## config.mk

```make
export PLATFORM = sky130hd
export DESIGN_NAME = fifo
export DESIGN_NICKNAME = d
export VERILOG_FILES = /design/src/rtl/fifo.sv
export SDC_FILE = /design/constraint.sdc
export NUM_CORES = 1
export LEC_CHECK = 0
export CAP_MARGIN = 40
export CORE_MARGIN = 4
export CORE_UTILIZATION = 60
export DETAILED_ROUTE_END_ITERATION = 10
export PLACE_DENSITY = 0.8
export REMOVE_ABC_BUFFERS = 1
export SLEW_MARGIN = 20
export SYNTH_ARGS = -nofsm -noshare
export SYNTH_HDL_FRONTEND = slang
export SYNTH_SLANG_ARGS = --single-unit
```

## constraint.sdc

```tcl
create_clock -name clk -period 4.22 [get_ports clk]
set_input_delay 0.844 -clock clk [delete_from_list [all_inputs] [get_ports clk]]
set_output_delay 0.844 -clock clk [all_outputs]
set_load 0.01 [all_outputs]
```

## src/rtl/fifo.sv

```systemverilog
// ---------------------------------------------------------------------------
// fifo
//   Synchronous single-clock FIFO built from a register bank. Head and tail
//   pointers carry one extra wrap bit, so full and empty can be told apart
//   without a separate counter. There is no bypass and no pass-through:
//   a new entry shows on deq_data the cycle after it is written, and a full
//   FIFO refuses an enqueue even while it is being dequeued.
//
// Ports
//   clk        sole clock, rising edge
//   rst        asynchronous active-low reset
//   flush      discard all stored entries at the next edge
//   enq_valid  producer offers enq_data
//   enq_data   entry to store (WIDTH bits)
//   enq_ready  FIFO not full
//   deq_valid  FIFO not empty, head entry on deq_data
//   deq_data   oldest stored entry
//   deq_ready  consumer takes the head entry
//   count      stored entries, 0..DEPTH
// ---------------------------------------------------------------------------
module fifo #(
    parameter int WIDTH = 32,
    parameter int DEPTH = 8
) (
    input  logic                     clk,
    input  logic                     rst,
    input  logic                     flush,
    input  logic                     enq_valid,
    input  logic [WIDTH-1:0]         enq_data,
    output logic                     enq_ready,
    output logic                     deq_valid,
    output logic [WIDTH-1:0]         deq_data,
    input  logic                     deq_ready,
    output logic [$clog2(DEPTH):0]   count
);

    localparam int AW = $clog2(DEPTH);
    localparam logic [AW:0] PTR_ONE = {{AW{1'b0}}, 1'b1};

    logic [WIDTH-1:0] r_mem [DEPTH];
    logic [AW:0]      r_head;
    logic [AW:0]      r_tail;

    logic w_empty;
    logic w_full;
    logic w_enq_fire;
    logic w_deq_fire;

    assign w_empty = (r_head == r_tail);
    // Same slot but opposite lap: the tail has gone all the way round.
    assign w_full  = (r_head[AW-1:0] == r_tail[AW-1:0]) && (r_head[AW] != r_tail[AW]);

    // Ready/valid are functions of stored state only; flush acts at the edge.
    assign enq_ready  = !w_full;
    assign deq_valid  = !w_empty;
    assign deq_data   = r_mem[r_head[AW-1:0]];
    assign count      = r_tail - r_head;

    assign w_enq_fire = enq_valid && !w_full;
    assign w_deq_fire = deq_ready && !w_empty;

    always_ff @(posedge clk or negedge rst) begin
        if (!rst) begin
            r_head <= '0;
            r_tail <= '0;
        end else if (flush) begin
            r_head <= '0;
            r_tail <= '0;
        end else begin
            if (w_enq_fire) r_tail <= r_tail + PTR_ONE;
            if (w_deq_fire) r_head <= r_head + PTR_ONE;
        end
    end

    // Storage is not cleared by flush; the pointers alone make it invisible.
    always_ff @(posedge clk or negedge rst) begin
        if (!rst) begin
            for (int i = 0; i < DEPTH; i++) r_mem[i] <= '0;
        end else if (w_enq_fire && !flush) begin
            r_mem[r_tail[AW-1:0]] <= enq_data;
        end
    end

endmodule

```

Run 1, signal wires on met1:
Bar = 50 µm. Supply wires on this layer in grey.
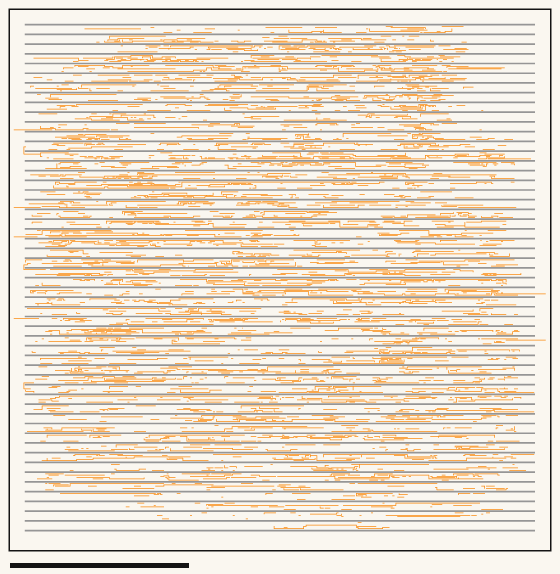
longest straight run	59.6 µm
main direction	horizontal
grt met1 use: 0.321
via count: 6861
drt total wl: 25.5 mm

Run 1, the metal 2 layer:
Bar = 50 µm.
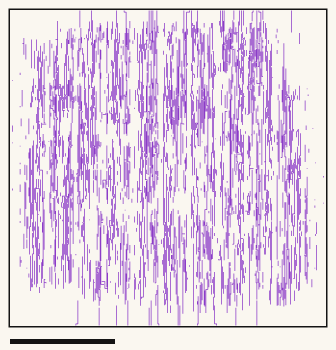
nets with wire on the layer	834
longest straight run	65.3 µm
main direction	vertical
wire length on this layer	13000 µm
met2 Use GR: 0.398

Run 1, the metal 3 layer:
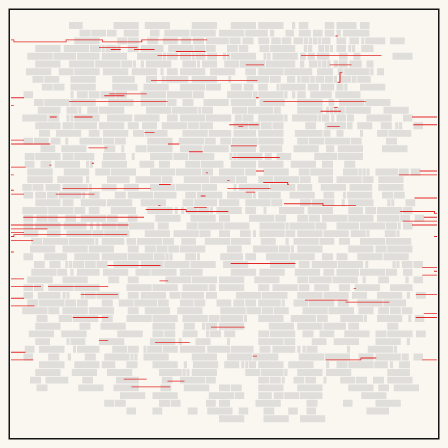
nets with wire on the layer	67
longest straight run	42.3 µm
wire length on this layer	1050 µm
main direction	horizontal
met3 Use GR: 0.0356

==> results.json, run 1 <==
{
  "critical-path-max-stage-delay_ps": 660,
  "cp_num_buf_inv": 2,
  "post-route-util": 0.706,
  "p_seq_frac": 0.437,
  "crit_fanout": 19,
  "ys_cells": 794,
  "syn_inst": 794,
  "cts_resized": 0,
  "clkSinkCount": 264,
  "place_ws_ps": 737,
  "dieHeight_um": 151,
  "grt_first_pass_wirelength_mm": 41.6,
  "pwr-share-clk": 0.327,
  "crit_slowest_cell": "dfrtp_4",
  "gp_congestion": 0.753,
  "ys_types": 33,
  "ant_nets": 0,
  "synthXorXnorAreaFrac": 0.00867,
  "syn2layout_area_growth_pct": 16.1,
  "r2r_setup_slack_ps": 1090,
  "setup_viol": 0,
  "final.setup.tns_ps": 0,
  "hold_viol": 0,
  "crit_chain": "buf_4 -> mux4_2 -> nand2_1 -> nand2_1 -> clkdlybuf4s50_1",
  "mux_share": 0.371,
  "peakVddDrop_mv": 0.345,
  "dp_hpwl_mm": 15.4,
  "ys_sh_simple": 0.0444,
  "p_int_w": 0.00551,
  "fp_util": 0.608,
  "routed_via_density": 5.95,
  "hold_ws_ps": 326,
  "grt_pass1_vias": 7685,
  "post_cts_buffers": 0,
  "switching_share": 0.253,
  "slew_headroom": 0.516,
  "critPathTopFamily": "buffers and inverters",
  "drive_above_1_share": 0.422,
  "grt_max_degree": 112,
  "io_buffers": 74,
  "rsz0062_at_grt": "false",
  "fp.coreArea_um2": 20200,
  "place_area_um2": 13300,
  "max_freq_ghz": 0.267,
  "p_leak_nw": 6.60,
  "setup_ws_ps": 479,
  "power_density_nw_per_um2": 519,
  "clkSlewWorstSetupHoldPaths_ps": 60,
  "ys_seq_share": 0.539,
  "syn_area_um2": 12300,
  "final_cell_area_um2": 14200,
  "end_kind": "primary output",
  "antenna_found_initial": 0,
  "antennaDiodeCount": 0,
  "crit_path_start_kind": "flop",
  "yosysWarnings": 0,
  "hp-class": "input port to asynchronous set/reset pin",
  "fin_nets": 908,
  "worstPathArrival_ps": 2900,
  "cts_buffer_depth": 3,
  "drt_iter0_drc": 321,
  "warnings": 27,
  "finalCritPeriodShare": 0.886,
  "power_frac_comb": 0.237,
  "ctsHtreeMaxLevel": 1,
  "clock_latency_ps": 530,
  "reg2reg_depth": 6,
  "synth-adder-area-share": 0.00673,
  "cts_root_buf": "clkbuf_16",
  "crit_top_cell": "nand2_1",
  "p_sw_w": 0.00187,
  "finalPower_w": 0.00738,
  "grt_overflow": 0,
  "avgRoutedWirePerCell_um": 22.1,
  "dr.pass1.iters": 4,
  "die_width_um": 151,
  "period_needed_ps": 3740,
  "r2r-start": "r_head[0]$_DFFE_PN0P_",
  "outcome": "completed",
  "crit_required_ps": 3380,
  "drc_errors": 0,
  "postCtsHoldBufs": 0,
  "rows": 52,
  "cts_buffers": 28,
  "ys_sh_aoi": 0.00469
}
## run 1: synthesized netlist by cell type
cell,instances,area share
a21o_1,1,0.00061
a21oi_1,5,0.0020
and3_1,2,0.0010
buf_1,1,0.00031
buf_2,25,0.010
buf_6,9,0.0083
clkbuf_1,15,0.0046
clkinv_1,1,0.00031
dfrtp_1,264,0.54
fa_1,1,0.0016
ha_1,5,0.0051
inv_1,6,0.0018
inv_2,1,0.00031
mux2_1,21,0.019
mux2_2,175,0.16
mux2_4,60,0.073
mux4_2,64,0.12
nand2_1,101,0.031
nand2b_1,1,0.00051
nand2b_4,1,0.0011
nand3_1,4,0.0016
nand4_1,2,0.0010
nor2_1,7,0.0021
nor2_4,1,0.00092
nor3_2,1,0.00082
nor4_2,2,0.0020
o211ai_1,2,0.0012
o21ai_0,2,0.00082
or3_1,2,0.0010
or4_1,2,0.0012
xnor2_1,6,0.0043
xnor2_4,1,0.0022
xor2_1,3,0.0021
## run 1: worst max-delay path by stage
| stage | startpoint | to | slack, ps | cells past startpoint |
|---|---|---|---|---|
| 2_1_floorplan | r_head[0]$_DFFE_PN0P_ | r_mem[100]$_DFFE_PN0P_ | -1630 | 5 |
| 3_3_place_gp | flush | r_mem[183]$_DFFE_PN0P_ | 750 | 5 |
| 3_5_place_dp | flush | r_mem[167]$_DFFE_PN0P_ | 740 | 6 |
| 4_1_cts | r_head[0]$_DFFE_PN0P_ | deq_data[21] | 410 | 5 |
| 5_1_grt | r_head[0]$_DFFE_PN0P_ | deq_data[25] | 320 | 5 |
| 6_report | r_head[0]$_DFFE_PN0P_ | deq_data[16] | 480 | 5 |
## run 1: power by group through the flow
| stage | Clock (W) | Sequential (W) | Combinational, W |
|---|---|---|---|
| after CTS | 0.00246 | 0.00322 | 0.00177 |
| after global routing | 0.00256 | 0.00327 | 0.00190 |
| after global placement | 0 | 0.00321 | 0.00170 |
| after floorplan | 0 | 0.00323 | 0.00107 |
| final | 0.00241 | 0.00322 | 0.00175 |
| after detailed placement | 0 | 0.00326 | 0.00175 |
## run 1: cell families after synthesis
group	count (synthesis)
AOI/OAI and AO/OA	10
xor gates and xnor gates	10
adders and majority gates	6
buffers and inverters	58
DFF	264
muxes	320
and+or+nand+nor	126
## run 1: placed cells by master (no fill, tap or decap), drive strengths merged, types with 3 or more instances in the layout
master and n:
a21oi 5, buf 18, clkbuf 45, clkdlybuf4s50 73, clkinv 3, dfrtp 264
ha 5, inv 7, mux2 256, mux4 64, nand2 101, nand3 4
nor2 8, xnor2 7, xor2 3
## run 1: final cells by class
class / count / area [µm²] / area share
clock buffer: 45 / 886 / 0.0622
tap: 270 / 338 / 0.0237
clock inverter: 3 / 40.0 / 0.00281
inverter: 8 / 30.0 / 0.00211
timing repair buffer: 91 / 956 / 0.0672
multi-input combinational: 472 / 5370 / 0.378
sequential: 264 / 6610 / 0.464
## run 1: per-layer routing
metal	wire length [µm]	track usage	vias to the layer above
met2	13000	0.398	145
met1	11100	0.321	3681
li1	-	-	3003
met5	0	0	-
met3	1050	0.0356	32
met4	376	0.0449	0
## run 1: registers in the layout, indices dropped and copies added, names as in the netlist
register / flops
r_head: 4
r_tail: 4
r_mem: 256
==> run 2, diff against run 1 <==
- CORE_UTILIZATION: 60 -> 62
- HOLD_SLACK_MARGIN: default -> 0.1
- PLACE_DENSITY: 0.8 -> 0.83
- clock period: 4.22 -> 4.5 ns (I/O delays scaled with it)
Run 2, the metal 2 layer:
Bar = 50 µm.
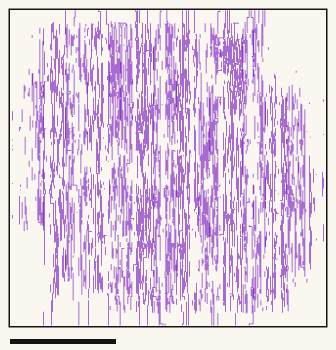
nets with wire on the layer	854
wire length on this layer	14100 µm
main direction	vertical
share of all routed wire	52%
met2 Use GR: 0.439
drt total wl: 26.9 mm
via count: 7069

==> run 2 against run 1 <==
Net effect:
- cell area shrank 0.17%
- clock skew shrank 4.6 ps
- sequential share of layout area grew 0.078 points
- critical endpoint is now deq_data[24]
==> results.json, run 2 <==
{
  "pwr-share-clk": 0.324,
  "avgRoutedWirePerCell_um": 23.3,
  "lay_top_count": "dfrtp_1",
  "cts_buffers": 28,
  "netlist.area_leader.share": 0.539,
  "crit_path_start_kind": "flop",
  "rsz0062_at_grt": "false",
  "die_area_um2": 22100,
  "crit_fanout": 23,
  "grt_pass1_vias": 7915,
  "yosys_area_um2": 12300,
  "antenna_found_initial": 0,
  "hold_viol": 0,
  "grt_overflow": 0,
  "finalCritPeriodShare": 0.881,
  "ant_nets": 0,
  "flop_cell": "dfrtp_1",
  "io_pins": 75,
  "grt_usage": 0.252,
  "ys_types": 33,
  "crit_type": "flop to primary output",
  "die_width_um": 149,
  "crit_required_ps": 3600,
  "max_freq_ghz": 0.252,
  "dieHeight_um": 149,
  "largest_register_ffs": 256,
  "instances_no_fill": 1154,
  "reg2reg_depth": 6,
  "yosysWarnings": 0,
  "final_cell_mix": "262 x dfrtp_1, 175 x mux2_2, 101 x nand2_1",
  "final_cell_area_um2": 14200,
  "drt_iter0_drc": 505,
  "ys_cells": 794,
  "grt_max_degree": 133,
  "ys_seq_share": 0.539,
  "dp_hpwl_mm": 16.4,
  "synthArstFlopShare": 1.00,
  "top_register": "r_mem",
  "antennaDiodeCount": 0,
  "clkSlewWorstSetupHoldPaths_ps": 60,
  "cts_tree": "built",
  "p_leak_nw": 6.61,
  "ctsHtreeMaxLevel": 1,
  "peakVddDrop_mv": 0.436,
  "mi_logic_area_um2": 5370,
  "rows": 51,
  "outcome": "completed",
  "synth.largest_area_cell": "dfrtp_1",
  "setup_viol": 0,
  "largest_registers": "r_mem (256), r_head (4), r_tail (4)",
  "syn_inst": 794,
  "cts_root_buf": "clkbuf_16",
  "slew_headroom": 0.330,
  "post_cts_buffers": 0,
  "ys.flops": 264,
  "warnings": 27,
  "clock_skew_ps": 8.15,
  "end_kind": "primary output",
  "edf_count": 0,
  "place_area_um2": 13300,
  "cts_buffer_depth": 3,
  "synth.area.top_cells": "dfrtp_1 54%, mux2_2 16%, mux4_2 12%",
  "dp.cells": 1107,
  "period_needed_ps": 3970,
  "syn_avg_cell_area_um2": 15.4,
  "hp-class": "input port to asynchronous set/reset pin",
  "ys_top_cells_by_count": "264 x dfrtp_1, 175 x mux2_2, 101 x nand2_1, 64 x mux4_2, 60 x mux2_4",
  "syn_area_um2": 12300,
  "drc_errors": 0,
  "clock_latency_ps": 530,
  "hold_ws_ps": 467,
  "postCtsHoldBufs": 0,
  "critical-path-max-stage-delay_ps": 710,
  "routed_via_density": 6.13,
  "seq_area_um2": 6610,
  "dr.pass1.iters": 4,
  "p_sw_w": 0.00179,
  "fin_nets": 915,
  "crit_top_cell": "nand2_1",
  "fill_cells": 1200,
  "fp_util": 0.630,
  "drive_above_1_share": 0.427,
  "worstPathArrival_ps": 3070,
  "crit_chain": "buf_4 -> mux4_2 -> nand2_1 -> nand2_1 -> clkdlybuf4s50_1",
  "clkSinkCount": 264,
  "io_buffers": 74,
  "switching_share": 0.260,
  "top_cell": "dfrtp_1",
  "p_int_w": 0.00511,
  "p_seq_frac": 0.440,
  "crit_slowest_cell": "dfrtp_4",
  "syn2layout_area_growth_pct": 15.9,
  "cts_resized": 0,
  "report.final.slew_viol_count": 0,
  "fp.coreArea_um2": 19500,
  "power_density_nw_per_um2": 486,
  "gp_congestion": 0.772,
  "power_frac_comb": 0.236,
  "tightest_slew_ps": 1000,
  "grt_first_pass_wirelength_mm": 43.7,
  "drv_cap": 0
}
Run 2, the metal 4 layer:
Bar = 50 µm. Supply wires on this layer in grey.
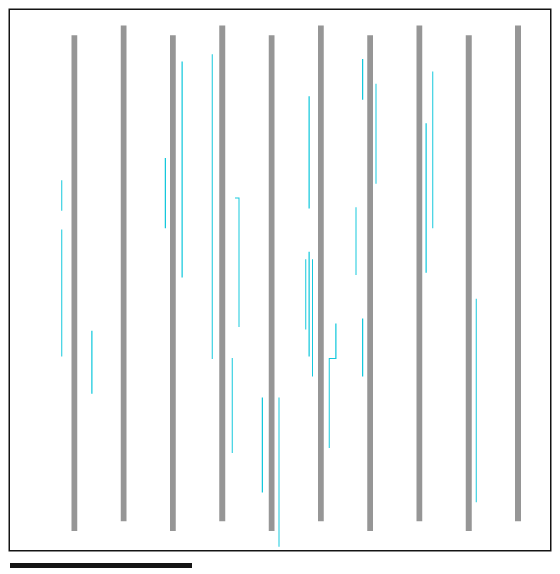
nets with wire on the layer	9
longest straight run	83.6 µm

[run 2: final timing paths]
path | from | end | slack (ps)
min in group clk | r_mem[73]$_DFFE_PN0P_ | r_mem[73]$_DFFE_PN0P_ | 490
worst min-delay path | rst | r_mem[2]$_DFFE_PN0P_ | 470
worst min register to register | r_mem[73]$_DFFE_PN0P_ | r_mem[73]$_DFFE_PN0P_ | 490
worst max-delay path | r_head[0]$_DFFE_PN0P_ | deq_data[24] | 530
max in group asynchronous | rst | r_mem[102]$_DFFE_PN0P_ | 3000
worst max register to register | r_head[0]$_DFFE_PN0P_ | r_mem[135]$_DFFE_PN0P_ | 1190
[run 2: worst max-delay path: cells and delay by family (launching register included)]
family | cells | cell delay [ps]
buffers and inverters | 2 | 1030
and+or+nand+nor | 2 | 200
muxes | 1 | 580
DFF | 1 | 710
[run 2: cell families after synthesis]
| logic type | count (synthesis) | share of synthesized area |
|---|---|---|
| simple gates | 126 | 0.0444 |
| xor+xnor | 10 | 0.00867 |
| buf+inv | 58 | 0.0258 |
| flops | 264 | 0.539 |
| fa+ha+maj | 6 | 0.00673 |
| compound gates | 10 | 0.00469 |
| mux | 320 | 0.371 |
[run 2: final cells by class]
| class | instances | share of cell area |
|---|---|---|
| sequential | 264 | 0.465 |
| multi-input combinational | 472 | 0.378 |
| inverter | 8 | 0.00211 |
| tap | 265 | 0.0233 |
| timing repair buffer | 98 | 0.0683 |
| clock inverter | 10 | 0.00757 |
| clock buffer | 37 | 0.0553 |
[run 2: per-layer routing]
metal  track usage  up-vias  routed length [µm]
met4        0.0716        0                 707
met5             0        -                   0
met1         0.338     3805               11000
li1              -     3023                   -
met3        0.0308       56                1090
met2         0.439      185               14100
[run 2: through the flow]
stage | worst slack [ps] | TNS [ps] | total power [W] | util
after floorplan | -1350 | -188690 | 0.00404 | -
after global placement | 959 | 0 | 0.00460 | 0.683
after detailed placement | 887 | 0 | 0.00471 | 0.684
after CTS | 466 | 0 | 0.00696 | 0.730
after global routing | 334 | 0 | 0.00721 | 0.730
final | 535 | 0 | 0.00690 | 0.730
[run 2: power by group through the flow]
stage / Clock, W / Sequential, W / Combinational (W)
after global routing: 0.00239 / 0.00308 / 0.00175
after floorplan: 0 / 0.00303 / 0.00101
after detailed placement: 0 / 0.00307 / 0.00164
final: 0.00224 / 0.00304 / 0.00163
after global placement: 0 / 0.00302 / 0.00157
after CTS: 0.00227 / 0.00303 / 0.00165
Power is estimated from default activity; no workload was simulated.
